<file path="src/rtl/imem_access_pkg.sv">
// imem_access_pkg
// Shared types and sizes for the instruction-memory access controller.
//   state_t  : controller FSM states (IDLE / ACCESS / RESP)
//   req_id_t : requester identity (REQ_FETCH / REQ_DBG)
//   IMEM_*   : default memory geometry (128 x 32, 8-bit word address)
package imem_access_pkg;

  localparam int IMEM_DEPTH  = 128;
  localparam int IMEM_ADDR_W = 8;
  localparam int IMEM_DATA_W = 32;

  typedef enum logic [1:0] {
    IDLE   = 2'd0,
    ACCESS = 2'd1,
    RESP   = 2'd2
  } state_t;

  typedef enum logic {
    REQ_FETCH = 1'b0,
    REQ_DBG   = 1'b1
  } req_id_t;

endpackage

</file>
<file path="src/rtl/imem_arb_pick.sv">
// imem_arb_pick
// Combinational winner selection between the fetch and debug requesters.
// Build option: IMEM_ARB_RR_EN selects round-robin (1-bit last-winner pointer);
// without it the policy is fixed priority, fetch over debug.
// Ports:
//   fetch_req, dbg_req : pending requests
//   last_id            : last granted requester (round-robin build only)
//   valid              : at least one request pending
//   win_id             : winner, 0 = fetch, 1 = debug (req_id_t encoding)
module imem_arb_pick
  import imem_access_pkg::*;
(
  input  logic fetch_req,
  input  logic dbg_req,
`ifdef IMEM_ARB_RR_EN
  input  logic last_id,
`endif
  output logic valid,
  output logic win_id
);

  always_comb begin
    valid  = fetch_req | dbg_req;
    win_id = REQ_FETCH;
`ifdef IMEM_ARB_RR_EN
    // On a tie the requester that did not win last time goes first.
    if (fetch_req && dbg_req) begin
      win_id = (last_id == REQ_FETCH) ? REQ_DBG : REQ_FETCH;
    end else if (dbg_req) begin
      win_id = REQ_DBG;
    end
`else
    if (!fetch_req && dbg_req) begin
      win_id = REQ_DBG;
    end
`endif
  end

endmodule

</file>
<file path="src/rtl/imem_access_ctrl.sv">
// imem_access_ctrl
// Arbitrates the single combinational read port of the instruction memory
// between instruction fetch and the debug/trace read port. Each access runs
// IDLE/RESP (arbitrate + latch) -> ACCESS (grant + read) -> RESP (response).
// Build option: IMEM_ARB_RR_EN enables round-robin arbitration (see
// imem_arb_pick); default is fixed priority, fetch first.
// Ports:
//   clk, rst                      : clock, synchronous active-high reset
//   fetch_req/addr/gnt/rvalid/rdata/rerr : fetch requester handshake
//   dbg_req/addr/gnt/rvalid/rdata/rerr   : debug requester handshake
//   mem_read, mem_addr, mem_rdata : memory read port (combinational read)
//
// state  | meaning
// IDLE   | no access in flight; latch a winner if anyone requests
// ACCESS | grant to cur_id, memory read of cur_addr, capture data at edge
// RESP   | rvalid to cur_id; latch the next winner or return to IDLE
module imem_access_ctrl
  import imem_access_pkg::*;
#(
  parameter int ADDR_W = IMEM_ADDR_W,
  parameter int DATA_W = IMEM_DATA_W,
  parameter int DEPTH  = IMEM_DEPTH
) (
  input  logic              clk,
  input  logic              rst,
  input  logic              fetch_req,
  input  logic [ADDR_W-1:0] fetch_addr,
  output logic              fetch_gnt,
  output logic              fetch_rvalid,
  output logic [DATA_W-1:0] fetch_rdata,
  output logic              fetch_rerr,
  input  logic              dbg_req,
  input  logic [ADDR_W-1:0] dbg_addr,
  output logic              dbg_gnt,
  output logic              dbg_rvalid,
  output logic [DATA_W-1:0] dbg_rdata,
  output logic              dbg_rerr,
  output logic              mem_read,
  output logic [ADDR_W-1:0] mem_addr,
  input  logic [DATA_W-1:0] mem_rdata
);

  // One extra bit so DEPTH itself (e.g. 256 for an 8-bit address) is representable.
  localparam logic [ADDR_W:0] DEPTH_LIM = (ADDR_W + 1)'(DEPTH);

  state_t            state;
  state_t            state_nxt;
  logic              latch;
  logic [ADDR_W-1:0] cur_addr;
  req_id_t           cur_id;
  logic              in_range;
  logic              pick_valid;
  logic              pick_id;

`ifdef IMEM_ARB_RR_EN
  req_id_t last_id;
`endif

  imem_arb_pick u_pick (
    .fetch_req (fetch_req),
    .dbg_req   (dbg_req),
`ifdef IMEM_ARB_RR_EN
    .last_id   (last_id),
`endif
    .valid     (pick_valid),
    .win_id    (pick_id)
  );

  assign in_range = ({1'b0, cur_addr} < DEPTH_LIM);

  // cur_addr only changes at a latch, so it already holds its last value
  // outside ACCESS and resets to 0.
  assign mem_addr = cur_addr;

  always_ff @(posedge clk) begin
    if (rst) begin
      state <= IDLE;
    end else begin
      state <= state_nxt;
    end
  end

  always_comb begin
    state_nxt = state;
    latch     = 1'b0;
    case (state)
      IDLE: begin
        if (pick_valid) begin
          latch     = 1'b1;
          state_nxt = ACCESS;
        end
      end
      ACCESS: begin
        state_nxt = RESP;
      end
      RESP: begin
        if (pick_valid) begin
          latch     = 1'b1;
          state_nxt = ACCESS;
        end else begin
          state_nxt = IDLE;
        end
      end
      default: begin
        state_nxt = IDLE;
      end
    endcase
  end

  always_comb begin
    fetch_gnt    = 1'b0;
    dbg_gnt      = 1'b0;
    fetch_rvalid = 1'b0;
    dbg_rvalid   = 1'b0;
    mem_read     = 1'b0;
    case (state)
      ACCESS: begin
        fetch_gnt = (cur_id == REQ_FETCH);
        dbg_gnt   = (cur_id == REQ_DBG);
        mem_read  = in_range;
      end
      RESP: begin
        fetch_rvalid = (cur_id == REQ_FETCH);
        dbg_rvalid   = (cur_id == REQ_DBG);
      end
      default: ;
    endcase
  end

  always_ff @(posedge clk) begin
    if (rst) begin
      cur_addr    <= '0;
      cur_id      <= REQ_FETCH;
      fetch_rdata <= '0;
      fetch_rerr  <= 1'b0;
      dbg_rdata   <= '0;
      dbg_rerr    <= 1'b0;
`ifdef IMEM_ARB_RR_EN
      // "Debug won last" makes fetch the preferred requester after reset.
      last_id     <= REQ_DBG;
`endif
    end else begin
      if (latch) begin
        cur_addr <= (pick_id == REQ_FETCH) ? fetch_addr : dbg_addr;
        cur_id   <= req_id_t'(pick_id);
`ifdef IMEM_ARB_RR_EN
        last_id  <= req_id_t'(pick_id);
`endif
      end
      if (state == ACCESS) begin
        if (cur_id == REQ_FETCH) begin
          fetch_rdata <= in_range ? mem_rdata : '0;
          fetch_rerr  <= ~in_range;
        end else begin
          dbg_rdata <= in_range ? mem_rdata : '0;
          dbg_rerr  <= ~in_range;
        end
      end
    end
  end

endmodule

</file>
<file path="config.mk">
export PLATFORM = sky130hd
export DESIGN_NAME = imem_access_ctrl
export DESIGN_NICKNAME = d
export VERILOG_FILES = /design/src/rtl/imem_access_pkg.sv /design/src/rtl/imem_arb_pick.sv /design/src/rtl/imem_access_ctrl.sv
export SDC_FILE = /design/constraint.sdc
export NUM_CORES = 1
export LEC_CHECK = 0
export ABC_AREA = 1
export CAP_MARGIN = 25
export CORE_MARGIN = 2
export CORE_UTILIZATION = 44
export CTS_CLUSTER_SIZE = 28
export DETAILED_ROUTE_END_ITERATION = 8
export PLACE_DENSITY = 0.91
export SETUP_SLACK_MARGIN = 0.15
export SLEW_MARGIN = 0
export SYNTH_ARGS = -nofsm -noshare
export SYNTH_HDL_FRONTEND = slang
export SYNTH_HIERARCHICAL = 1
export SYNTH_SLANG_ARGS = --single-unit
</file>
<file path="constraint.sdc">
create_clock -name clk -period 1.5 [get_ports clk]
set_input_delay 0.15 -clock clk [delete_from_list [all_inputs] [get_ports clk]]
set_output_delay 0.15 -clock clk [all_outputs]
set_load 0.01 [all_outputs]
</file>
==> images/layer_met1.png <==
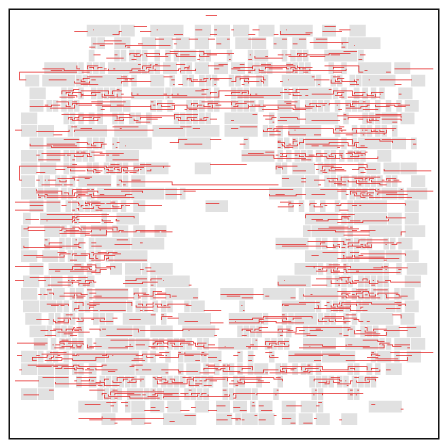
nets with wire on the layer	681
longest straight run	40.9 µm
main direction	horizontal
Total Wirelength: 8510 µm
GRT met1 Usage: 0.225
DR vias: 3550

==> images/layer_met2.png <==
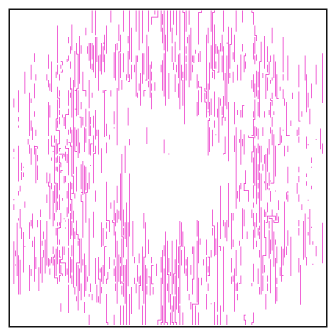
wire length on this layer	4200 µm
longest straight run	32.8 µm
share of all routed wire	49%
nets with wire on the layer	569
GR Util met2: 0.363

==> images/layer_met3.png <==
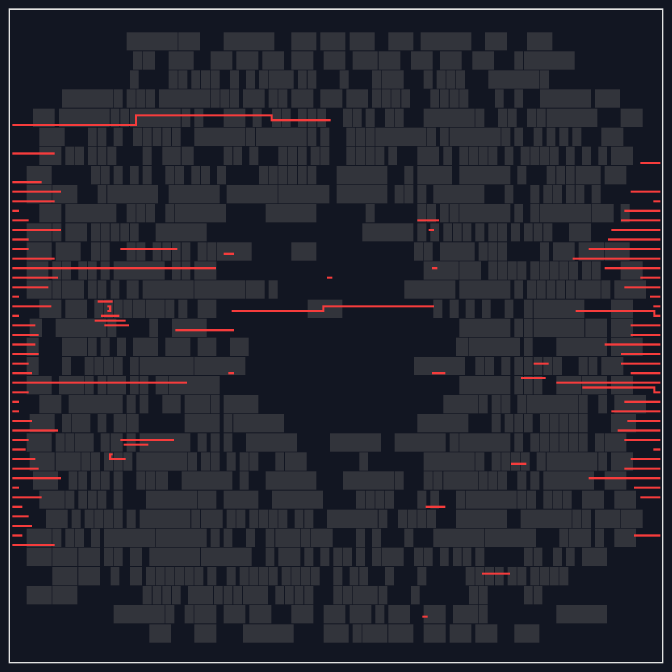
wire length on this layer	508 µm
nets with wire on the layer	92
met3 GRT Util: 0.0448

==> images/layer_met4.png <==
The bar under the picture is 20 µm long.
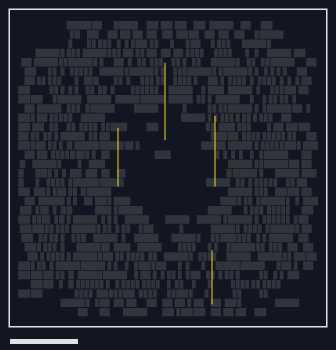
share of all routed wire	0.89%
nets with wire on the layer	3
main direction	vertical
wire length on this layer	75.5 µm

==> changes_impl.md <==
## Flow update

- Outcome: complete, no violations
- IO Pins: 131
- Top cell excl fill/tap: nor2_1
- Cell count of the worst hold path: 2
- Top FF cell, synth: dfxtp_1
- Die Y: 92.9 µm
- CTS Root Cell: clkbuf_8
- Worst vdd ir: 0.000577 V
- Drt initial violations: 105
- Setup violators final: 0
- Seq/total area: 0.311
- Hold Slack: 0.437 ns
- Power Density: 923 mW/mm²
- Cell accounting for the most synthesized area: dfxtp_1
- Comb area share: 0.277
- Critical path fanouts, max: 5
- Vias in the first global route: 3347
- HPWL after DPL: 6330 µm
- Drt drc: 0
- Avg Inst Size Synth: 5.98 µm²
- Top-count cell post-synth: nor2_1
- Max Slew Vio Count: 0
- Fillers: 716
- P_int: 3.30 mW
- Total setup buffers inserted after CTS: 0
- Simple-gate share of the synthesized area: 0.380
- Register share after synthesis: 0.444
- Core Util at FP: 0.452
- Worst min path class: in2reg
- # rows: 32
- Synth async-reset ratio: 0
- Latency at later pin: 0.33 ns
- Clock buffer count: 12
- Total CTS buffers: 9
- CTS Buffer Depth: 2
- Area leader share: 0.444
- Yosys Instances: 581
- Num sequential: 77
- Yosys xor share: 0
- DR pass1 iterations: 4
- Layout cell share with drive strength beyond 1: 0.0508
- Layout net count: 758
- CP endpoint kind: output port
- Post-layout min period: 1.28 ns
- Worst Hold Launch: rst
- Clock buf/inv share: 0.0333
- R2r endpoint: fetch_rdata[28]$_SDFFE_PP0P_
- Fin Clk Skew: 0.00551 ns
- Signal buf overhead: 0.266
- Nets at Floorplan: 633
- CORE AREA: 0.00769 mm²
- Number of non-clock inverters in the layout: 115
- Unique cell types: 10
- Mi-comb count: 360
- Detail Route Antenna Nets: 0
- Largest net degree at the start of global routing: 37
- Post-synth tally of flip-flops with integrated enable: 0
- Mux share: 0
- Clk pin slew, worst setup/hold paths: 0.07 ns
- Switching share of total power: 0.280
- Dpl cell area: 0.00490 mm²
- Htree depth: 3
- # port buffers: 130
- Period utilisation layout: 0.854
- Ys flops: 77
- # diodes: 0
- Tapcell count: 102
- Area Overhead vs Synth: 42.9%
- Top sig layer: met4
- Required time worst endpoint: 1.35 ns
- RD Place Congestion: 0.817
- Global-route total usage across every layer: 0.198
- Yosys adder share: 0
- NetSw: 1.28 mW
- Top cells by count: nor2_1 (197), nand2_1 (152), inv_1 (115)
- Crit path from: state[0]$_SDFFE_PP0P_
- R2R setup slack: 0.30 ns
- Post-CTS Hold Buffers: 0
- Design area: 0.00497 mm²
- Clock network power share: 0.294
- Initial antenna violation count: 0
- Routed len/inst: 10.5 µm
- Buffers, non-clock: 143
- Die area: 0.00862 mm²
- Crit path launch type: register
- DR vias/cell: 4.38
- Logic area: 0.00138 mm²
- Max Freq: 0.781 GHz
- Util after Layout: 0.646
- Top Usage Layer GRT: met2
- Final setup margin: 0.219 ns
- Final hold vios: 0
sequential cells by signal, summed over array words and instances (netlist names):
register     flops
state            2
mem_addr         8
fetch_rerr       1
fetch_rdata     32
dbg_rerr         1
dbg_rdata       32
cur_id           1
power by group through the flow:
stage / clock network [mW] / logic [mW] / registers (mW)
after floorplan: 0 / 0.469 / 2.37
after global placement: 0 / 1.03 / 2.32
after detailed placement: 0 / 1.06 / 2.32
after CTS: 1.38 / 0.974 / 2.27
after global routing: 1.47 / 1.09 / 2.29
final: 1.35 / 0.965 / 2.27
critical path, stage by stage (launching register included):
cell and delay [ns]:
dfxtp_2 0.38, nand3_2 0.11, inv_1 0.06, clkdlybuf4s15_1 0.26
timing repair:
item / CTS / global route
endpoints found under the setup margin: 76 / 8
resized: 80 / 11
pin swaps: 0 / 0
Power figures rest on the tool's default switching activity, not on a simulated workload.
